`src/rtl/ps2_scancode_tracker.sv`:
```
// PS/2 scan-code tracker: pops bytes from the receiver FIFO, decodes make/break/E0
// sequences and keeps the last key, its ASCII value, a held flag and a BCD press count.
module ps2_scancode_tracker #(
    parameter bit IGNORE_REPEAT  = 1'b1,
    parameter int PREFIX_TIMEOUT = 5_000_000
) (
    input  logic       clk,
    input  logic       resetn,
    input  logic [7:0] ps2_byte,
    input  logic       ps2_ready,
    input  logic       ps2_overflow,
    output logic       ps2_pop,
    output logic [7:0] key_code,
    output logic       key_ext,
    output logic [7:0] key_ascii,
    output logic       key_down,
    output logic [7:0] press_count,
    output logic       overflow_seen
);
    localparam int CW = (PREFIX_TIMEOUT > 2) ? $clog2(PREFIX_TIMEOUT) : 1;
    localparam logic [CW-1:0] TMO_LAST = CW'(PREFIX_TIMEOUT - 1);
    localparam logic [7:0] B_EXT = 8'hE0;
    localparam logic [7:0] B_BRK = 8'hF0;

    typedef enum logic [1:0] {S_IDLE, S_BRK, S_EXT, S_EXTBRK} state_t;

    state_t          state_q, state_d;
    logic            pop_q, pop_d;
    logic [7:0]      byte_q, byte_d;
    logic [CW-1:0]   tmo_q, tmo_d;
    logic [7:0]      key_code_q, key_code_d;
    logic            key_ext_q, key_ext_d;
    logic [7:0]      key_ascii_q, key_ascii_d;
    logic            key_down_q, key_down_d;
    logic [7:0]      press_count_q, press_count_d;
    logic            overflow_seen_q, overflow_seen_d;

    logic fetch, decode, tmo_hit, is_prefix;
    logic is_make, is_break, ev_ext, same_key;

    function automatic logic [7:0] bcd_inc(input logic [7:0] v);
        logic [7:0] r;
        if (v[3:0] == 4'd9) begin
            r[3:0] = 4'd0;
            r[7:4] = (v[7:4] == 4'd9) ? 4'd0 : v[7:4] + 4'd1;
        end else begin
            r[3:0] = v[3:0] + 4'd1;
            r[7:4] = v[7:4];
        end
        return r;
    endfunction

    // Set-2 make codes to ASCII, non-extended keys only
    function automatic logic [7:0] ascii_lut(input logic [7:0] b);
        case (b)
            8'h1C: ascii_lut = 8'h61;  8'h32: ascii_lut = 8'h62;
            8'h21: ascii_lut = 8'h63;  8'h23: ascii_lut = 8'h64;
            8'h24: ascii_lut = 8'h65;  8'h2B: ascii_lut = 8'h66;
            8'h34: ascii_lut = 8'h67;  8'h33: ascii_lut = 8'h68;
            8'h43: ascii_lut = 8'h69;  8'h3B: ascii_lut = 8'h6A;
            8'h42: ascii_lut = 8'h6B;  8'h4B: ascii_lut = 8'h6C;
            8'h3A: ascii_lut = 8'h6D;  8'h31: ascii_lut = 8'h6E;
            8'h44: ascii_lut = 8'h6F;  8'h4D: ascii_lut = 8'h70;
            8'h15: ascii_lut = 8'h71;  8'h2D: ascii_lut = 8'h72;
            8'h1B: ascii_lut = 8'h73;  8'h2C: ascii_lut = 8'h74;
            8'h3C: ascii_lut = 8'h75;  8'h2A: ascii_lut = 8'h76;
            8'h1D: ascii_lut = 8'h77;  8'h22: ascii_lut = 8'h78;
            8'h35: ascii_lut = 8'h79;  8'h1A: ascii_lut = 8'h7A;
            8'h45: ascii_lut = 8'h30;  8'h16: ascii_lut = 8'h31;
            8'h1E: ascii_lut = 8'h32;  8'h26: ascii_lut = 8'h33;
            8'h25: ascii_lut = 8'h34;  8'h2E: ascii_lut = 8'h35;
            8'h36: ascii_lut = 8'h36;  8'h3D: ascii_lut = 8'h37;
            8'h3E: ascii_lut = 8'h38;  8'h46: ascii_lut = 8'h39;
            8'h29: ascii_lut = 8'h20;  8'h5A: ascii_lut = 8'h0D;
            default: ascii_lut = 8'h00;
        endcase
    endfunction

    // The byte fetched at one edge is decoded at the next; pop_q marks that decode cycle
    assign fetch     = ps2_ready && !pop_q;
    assign decode    = pop_q;
    assign is_prefix = (byte_q == B_EXT) || (byte_q == B_BRK);
    assign tmo_hit   = (state_q != S_IDLE) && !fetch && (tmo_q == TMO_LAST);

    // State register
    always_ff @(posedge clk) begin
        if (!resetn) begin
            state_q         <= S_IDLE;
            pop_q           <= 1'b0;
            byte_q          <= 8'h00;
            tmo_q           <= '0;
            key_code_q      <= 8'h00;
            key_ext_q       <= 1'b0;
            key_ascii_q     <= 8'h00;
            key_down_q      <= 1'b0;
            press_count_q   <= 8'h00;
            overflow_seen_q <= 1'b0;
        end else begin
            state_q         <= state_d;
            pop_q           <= pop_d;
            byte_q          <= byte_d;
            tmo_q           <= tmo_d;
            key_code_q      <= key_code_d;
            key_ext_q       <= key_ext_d;
            key_ascii_q     <= key_ascii_d;
            key_down_q      <= key_down_d;
            press_count_q   <= press_count_d;
            overflow_seen_q <= overflow_seen_d;
        end
    end

    // Next-state logic; a decode on the expiry edge takes priority over the timeout
    always_comb begin
        state_d = state_q;
        if (decode) begin
            case (state_q)
                S_IDLE: begin
                    if (byte_q == B_EXT)      state_d = S_EXT;
                    else if (byte_q == B_BRK) state_d = S_BRK;
                    else                      state_d = S_IDLE;
                end
                S_EXT: begin
                    if (byte_q == B_BRK)      state_d = S_EXTBRK;
                    else if (byte_q == B_EXT) state_d = S_EXT;
                    else                      state_d = S_IDLE;
                end
                default: state_d = S_IDLE;
            endcase
        end else if (tmo_hit) begin
            state_d = S_IDLE;
        end
    end

    // Output / datapath logic
    always_comb begin
        pop_d           = fetch;
        byte_d          = fetch ? ps2_byte : byte_q;
        tmo_d           = (fetch || decode || tmo_hit || state_q == S_IDLE) ? '0 : tmo_q + CW'(1);
        key_code_d      = key_code_q;
        key_ext_d       = key_ext_q;
        key_ascii_d     = key_ascii_q;
        key_down_d      = key_down_q;
        press_count_d   = press_count_q;
        overflow_seen_d = overflow_seen_q | ps2_overflow;

        is_make  = decode && !is_prefix && (state_q == S_IDLE || state_q == S_EXT);
        is_break = decode && (state_q == S_BRK || state_q == S_EXTBRK);
        ev_ext   = (state_q == S_EXT) || (state_q == S_EXTBRK);
        same_key = (byte_q == key_code_q) && (ev_ext == key_ext_q);

        if (is_make) begin
            if (key_down_q && same_key) begin
                if (!IGNORE_REPEAT) press_count_d = bcd_inc(press_count_q);
            end else begin
                key_code_d    = byte_q;
                key_ext_d     = ev_ext;
                key_down_d    = 1'b1;
                key_ascii_d   = ev_ext ? 8'h00 : ascii_lut(byte_q);
                press_count_d = bcd_inc(press_count_q);
            end
        end
        if (is_break && same_key) key_down_d = 1'b0;
    end

    assign ps2_pop       = pop_q;
    assign key_code      = key_code_q;
    assign key_ext       = key_ext_q;
    assign key_ascii     = key_ascii_q;
    assign key_down      = key_down_q;
    assign press_count   = press_count_q;
    assign overflow_seen = overflow_seen_q;
endmodule
```
`config.mk`:
```
export PLATFORM = sky130hd
export DESIGN_NAME = ps2_scancode_tracker
export DESIGN_NICKNAME = d
export VERILOG_FILES = /design/src/rtl/ps2_scancode_tracker.sv
export SDC_FILE = /design/constraint.sdc
export NUM_CORES = 1
export LEC_CHECK = 0
export ABC_AREA = 1
export ABC_CLOCK_PERIOD_IN_PS = 3950
export CORE_AREA = 2 2 81 83
export CTS_BUF_LIST = sky130_fd_sc_hd__clkbuf_4
export CTS_CLUSTER_SIZE = 24
export DETAILED_ROUTE_END_ITERATION = 10
export DIE_AREA = 0 0 83 85
export GPL_ROUTABILITY_DRIVEN = 0
export PLACE_DENSITY = 0.84
export SLEW_MARGIN = 20
export SYNTH_ARGS = -nofsm -noshare
export SYNTH_HDL_FRONTEND = slang
export SYNTH_SLANG_ARGS = --single-unit
```
`constraint.sdc`:
```
create_clock -name clk -period 3.95 [get_ports clk]
set_input_delay 0.79 -clock clk [delete_from_list [all_inputs] [get_ports clk]]
set_output_delay 0.79 -clock clk [all_outputs]
set_load 0.05 [all_outputs]
```
Run 1, placed cells, one color a class:
(4 px per um) Fill, decap, tap and diode cells in gray.
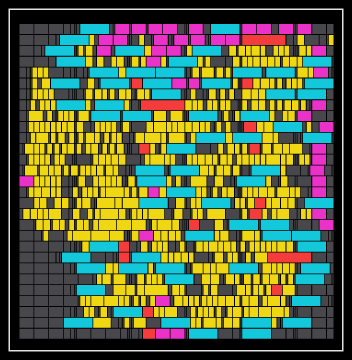
yellow -> combinational and other logic  # cells 474, share of their area 55%
red -> clock drivers and dummy loads  # cells 16, share of their area 4.5%
cyan -> sequential cells  # cells 67, share of their area 32%
magenta -> remaining buffers and delay cells  # cells 40, share of their area 9.3%
Finished Cell Area: 0.004344 mm2
# rows: 29
flop share of the area: 0.3088

Run 1, clock routing:
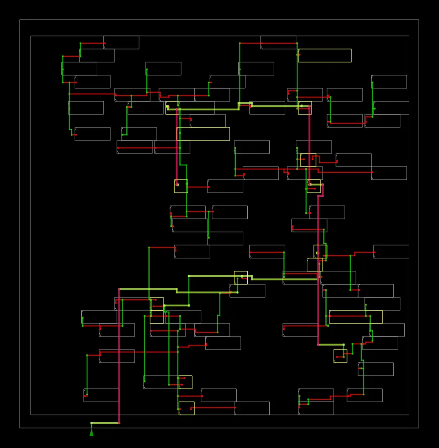
Clk Latency, worst-skew pair: 0.42 ns
clock buffer count: 9

==> summary.txt, run 1 <==
impl run done, here's what came out: status=completed, antenna violations before repair=0, # H-tree levels=3, Critical Path Sink Type=flop, PwrDens=363.3 mW/mm2, diodes inserted=0, first-pass GRT wire length=14.81 mm, Synth Net Count=576, Buf/Inv on CP=2, Yosys reg bits=67, max layer used=met4, Core Region=0.006205 mm2, Max Cap Viol=0, Int Pwr=1.112 mW, Top Layout Cells=nand2_1 (132), nor2_1 (73), dfxtp_1 (67), drt pass-1 iters=5, Sw Share=0.2954, DRC viols=0, Worst path max stage delay=0.81 ns, Complex Gates by Area=0.08893, Critical R2R Launch=ps2_pop, # Cells Yosys=557, layout cells sized above 1=0.1055, switching pwr=0.4662 mW, cell type with the largest total area=dfxtp_1, Slowest-stage cell, CP=clkdlybuf4s50_1, Synth Area in XOR/XNOR=0.03934, fin. max-slew vios=0, top contributor to total power=sequential cells, Post-synth seq share=0.3544, highest clock rate=0.3736 GHz, layout filler cell count=510, non-filler instance count after layout=674, Cells after DPL=658, die x size=83 um, critical hold path startpoint=tmo_q[0], most used cell, CP=nand2_1, worst hold-check path type=reg -> reg, Main logic family=simple AND/OR/NAND/NOR gates, nets@finish=611, Levels on crit path=12, vias in the first global route=3395, crit-path max FO=13, Routed wire per std cell=12.71 um, combinational power=0.264 mW, Syn Area/Cell=6.795 um2, crit-path leading delay family=simple AND/OR/NAND/NOR gates, WP data required=4.33 ns, initial core utilization=0.6100, peak supply drop=0.2745 mV, routed wl met3=422 um, Critical Path AT=3.05 ns, worst r2r path cells=14, Hold Vio Cnt, Final=0, Hold Path End=tmo_q[0], CTS Buffer Depth=2, # port buffers=38, warnings from Yosys=0, CTS clock-pin slew for the worst setup and hold paths=0.12 ns, Worst-Margin Slew=0.5887 ns
Run 1, metal 2:
(6 px per um)
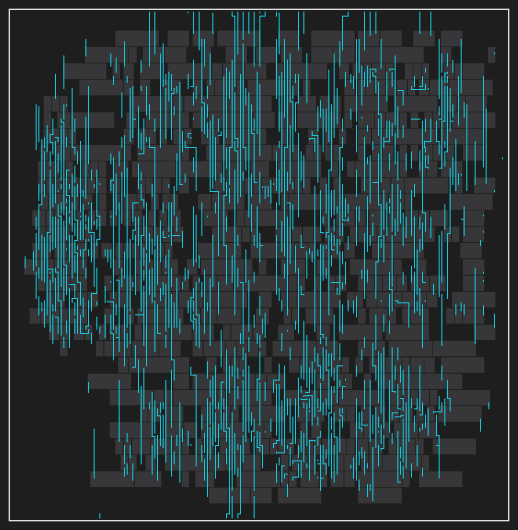
share of all routed wire = 46%
longest straight run = 26.5 um
routed vias: 3668
met2 GRT Util: 0.4069
drt total wl: 8.569 mm

Run 1, clock network drawn from the DEF:
(6 px per um)
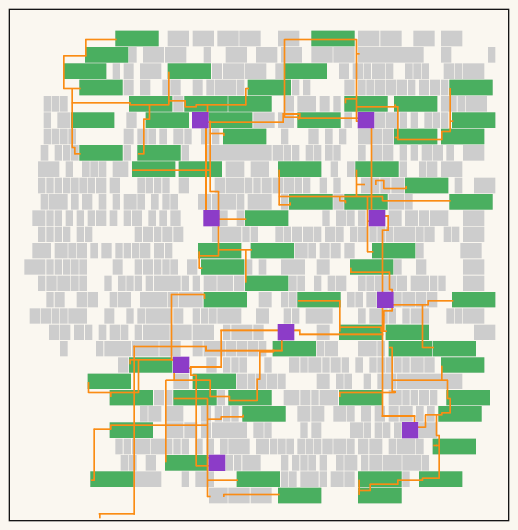
orange -> clock wires  # length 821 um
purple -> clock drivers  # count 9
green -> flip-flops  # count 67
flops lie = spread over the die
routed clock nets = 10
Clk power: 0.596 mW
clk_skew: 0.01207 ns

run 1: area by class of cell:
type                            count  area, um2  share of cell area
Multi-Input combinational cell    407       2066              0.4755
Sequential cell                    67       1341              0.3088
Timing Repair Buffer               40      395.4             0.09101
Inverter                           67      254.0             0.05847
Clock inverter                      7      123.9             0.02851
Tap cell                           77      96.34             0.02218
Clock buffer                        9      67.56             0.01555
run 1: metrics by stage:
stage          power [mW]  setup slack [ns]  hold slack, ns
2_1_floorplan      0.9333             1.767          0.4175
6_report            1.578             1.273          0.4587
4_1_cts             1.585             1.341          0.4619
5_1_grt             1.655             1.037          0.5011
3_5_place_dp       0.9949            0.8719          0.4440
3_3_place_gp       0.9889            0.9604          0.4290
==> run 1 -> run 2 <==
--- a/config.mk
+++ b/config.mk
@@ -6,14 +6,14 @@
 export NUM_CORES = 1
 export LEC_CHECK = 0
 export ABC_AREA = 1
-export ABC_CLOCK_PERIOD_IN_PS = 3950
-export CORE_AREA = 2 2 81 83
+export ABC_CLOCK_PERIOD_IN_PS = 2240
+export CORE_AREA = 2 2 88 90
 export CTS_BUF_LIST = sky130_fd_sc_hd__clkbuf_4
 export CTS_CLUSTER_SIZE = 24
 export DETAILED_ROUTE_END_ITERATION = 10
-export DIE_AREA = 0 0 83 85
+export DIE_AREA = 0 0 90 92
 export GPL_ROUTABILITY_DRIVEN = 0
-export PLACE_DENSITY = 0.84
+export PLACE_DENSITY = 0.75
 export SLEW_MARGIN = 20
 export SYNTH_ARGS = -nofsm -noshare
 export SYNTH_HDL_FRONTEND = slang
==> constraint.sdc (replaced) <==
create_clock -name clk -period 2.24 [get_ports clk]
set_input_delay 0.448 -clock clk [delete_from_list [all_inputs] [get_ports clk]]
set_output_delay 0.448 -clock clk [all_outputs]
set_load 0.05 [all_outputs]
==> summary.txt, run 2 <==
impl run done, here's what came out: status=completed (unchanged), Yosys reg bits=67 (unchanged), crit-path leading delay family=buffers and inverters (was simple AND/OR/NAND/NOR gates), non-filler instance count after layout=728 (was 674), post-cts gate resize count=0 (unchanged), DIE HEIGHT=92 um (was 85 um), Hold Path End=key_ascii[5] (was tmo_q[0]), Top Layout Cells=nand2_1 (132), nor2_1 (73), dfxtp_1 (67) (unchanged), diodes inserted=0 (unchanged), most numerous cell in the Yosys netlist=nand2_1 (unchanged), Synth Net Count=576 (unchanged), dpl cell area=0.004414 mm2 (was 0.004153 mm2), antenna violations before repair=0 (unchanged), crit start category=flop (was input port), post-layout period usage=0.9527, Max Cap Viol=0 (unchanged), tightest hold margin=0.4555 ns (was 0.4587 ns), Hold Crit Depth=2 (was 1), largest net degree at the start of global routing=24 (unchanged), peak supply drop=0.2993 mV (was 0.2745 mV), Buf/Inv on CP=1 (was 2), drt pass-1 iters=4 (was 5), top cells by area=dfxtp_1 (35%), nand2_1 (13%), nor2_1 (7.2%), nand3_1 (7.0%), inv_1 (6.0%) (unchanged), layout cells sized above 1=0.1470 (was 0.1055), die x size=90 um (was 83 um), DRC viols=0 (unchanged), drt via density=5.078 (was 5.442), Finished Cell Area=0.004551 mm2 (was 0.004344 mm2), CTS Buffer Depth=2 (unchanged), Critical Path AT=1.69 ns (was 3.05 ns), Chip Area, Yosys=0.003785 mm2 (unchanged), Hold Vio Cnt, Final=0 (unchanged), layout filler cell count=713 (was 510), met3 Use GR=0.03698 (was 0.04475), top post-synthesis cells by count=nand2_1 (132), nor2_1 (73), dfxtp_1 (67) (unchanged), max layer used=met4 (unchanged), Critical Path Sink Type=output pin (was flop), PwrDens=565.2 mW/mm2 (was 363.3 mW/mm2), WL met2=4.053 mm (was 3.960 mm), Setup-failing EPs final=0 (unchanged), CP Launch Point=press_count[5] (was resetn), worst hold-check path type=reg -> reg (unchanged), warnings from Yosys=0 (unchanged), Post CTS Setup Buffer Count=0 (unchanged), CTS clock-pin slew for the worst setup and hold paths=0.12 ns (about the same), FF-to-FF setup slack=0.27 ns (was 1.72 ns), nets@finish=640 (was 611), Worst Setup Path Type=reg -> out (was in -> reg), Synth Area in XOR/XNOR=0.03934 (unchanged), # port buffers=38 (unchanged), met1 Use GR=0.3065 (was 0.3362), Routed met1 length=4.218 mm (was 4.004 mm), Critical R2R Launch=ps2_pop (unchanged), CTS root buf=clkbuf_4 (unchanged), ys async rst share=0 (unchanged), worst setup path end=press_count[5], highest clock rate=0.4686 GHz, Syn Area/Cell=6.795 um2 (unchanged), Worst path max stage delay=0.84 ns (was 0.81 ns), max_slew headroom=0.6558 (was 0.6066), hold-fix buffers at CTS=0 (unchanged), Adder Area Share=0.02314 (unchanged), Complex Gates by Area=0.08893 (unchanged), Final Core Density=0.6111 (was 0.7001), Mapped Cells=557 (unchanged), Cells after DPL=712 (was 658), Core Region=0.007447 mm2 (was 0.006205 mm2), gr usage total=0.2229 (was 0.2527), Slowest-stage cell, CP=clkdlybuf4s50_1 (unchanged), Top-area cell share=0.3544 (unchanged), Post-synth EDFFs=0 (unchanged), cell type with the largest total area=dfxtp_1 (unchanged), Basic Gates by Area=0.3934 (unchanged), Routed wire per std cell=12.18 um (was 12.71 um), Log Warnings=30 (unchanged), worst r2r path cells=14 (unchanged), dpl ws=-0.2129 ns (was 0.8719 ns), # H-tree levels=3 (unchanged), crit-path cells=clkdlybuf4s50_1 (was clkdlybuf4s50_1 > buf_4 > nand2_1 > nor2_2 > nor2_1 > nor2_1 > nand2_1 > nand2_1 > nand2_1 > nand2_1 > nand2_1 > nand2_1), Netlist cell types=37 (unchanged), Levels on crit path=1 (was 12), crit-path max FO=6 (was 13), post-route ant nets=0 (unchanged), Mux area share=0 (unchanged), Leak=1.937 nW (was 1.820 nW), Final WS setup=0.1059 ns (was 1.273 ns), RSZ-0062 raised after global routing=no (unchanged), Pwr Total=2.572 mW (was 1.578 mW), initial core utilization=0.5082 (was 0.6100), vias in the first global route=3495 (was 3395), grt ovf=0 (unchanged), TritonCTS clock tree=yes (unchanged), Worst-Margin Slew=0.5147 ns (was 0.5887 ns), Die ar.=0.008280 mm2 (was 0.007055 mm2), # Cells Yosys=557 (unchanged), detailed placement HPWL=6.754 mm (was 6.340 mm), Commonest Layout Cell=nand2_1 (unchanged), fin. max-slew vios=0 (unchanged), WP data required=1.79 ns (was 4.33 ns), Post-Syn Area=0.003785 mm2 (unchanged), Setup TNS=0 ns (unchanged), io pins=40 (unchanged), # rows=32 (was 29), busiest layer in global routing=met2 (unchanged), min cycle time layout=2.134 ns, Main synth FF type=dfxtp_1 (unchanged), initial drt markers=206 (was 272), routed wl met3=462 um (was 422 um), Area Growth Syn to Fin=20.23% (was 14.78%), first-pass GRT wire length=15.48 mm (was 14.81 mm), Post-synth seq share=0.3544 (unchanged), Main logic family=simple AND/OR/NAND/NOR gates (unchanged)
run 2: cell type report:
cell class	count	area [um2]	area share
repair buffers	69	625.6	0.1375
multi-input cells	407	2066	0.4539
inverters	67	254.0	0.05582
clock buffers	9	67.56	0.01485
clock inverters	7	68.82	0.01512
well taps	102	127.6	0.02805
flip-flops and latches	67	1341	0.2947
run 2: report_power, final:
part / internal (mW) / total [mW] / switching (mW)
sequential: 1.23 / 1.27 / 0.0331
combinational: 0.197 / 0.524 / 0.328
clock: 0.336 / 0.781 / 0.445
run 2: cell families (layout without fill, tap and decap cells):
| group | Yosys count | after routing |
|---|---|---|
| simple gates | 321 | 321 |
| buf+inv | 83 | 152 |
| flops | 67 | 67 |
| compound gates | 61 | 61 |
| xor+xnor | 17 | 17 |
| fa+ha+maj | 7 | 7 |
| other cells | 1 | 1 |
Run 2, metal 2:
(4 px per um)
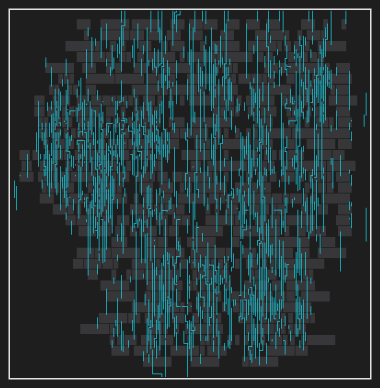
drt total wl: 8.865 mm
met2 GRT Util: 0.3571
routed vias: 3697

Run 2, clock network drawn from the DEF:
(4 px per um)
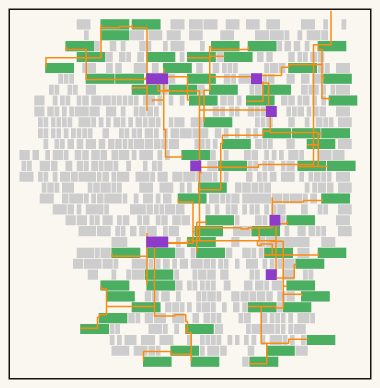
orange -> clock wires  # length 811 um
purple -> clock drivers  # count 9
green -> flip-flops  # count 67
routed clock nets = 10
share of total power in the clock network: 0.304
clk_skew: 0.01786 ns

Run 2, clock routing:
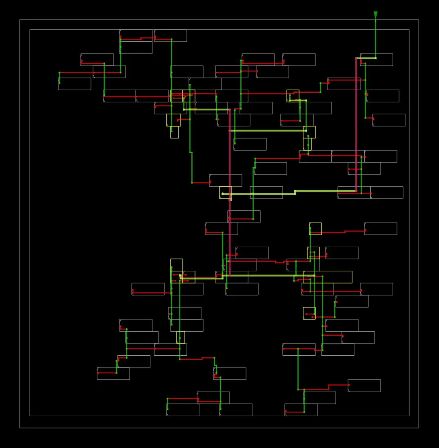
clock tree sinks: 67
TritonCTS Buffers: 9
Clk Latency, worst-skew pair: 0.40 ns
num sequential: 67
Clk power: 0.781 mW

Power is estimated from default activity; no workload was simulated.
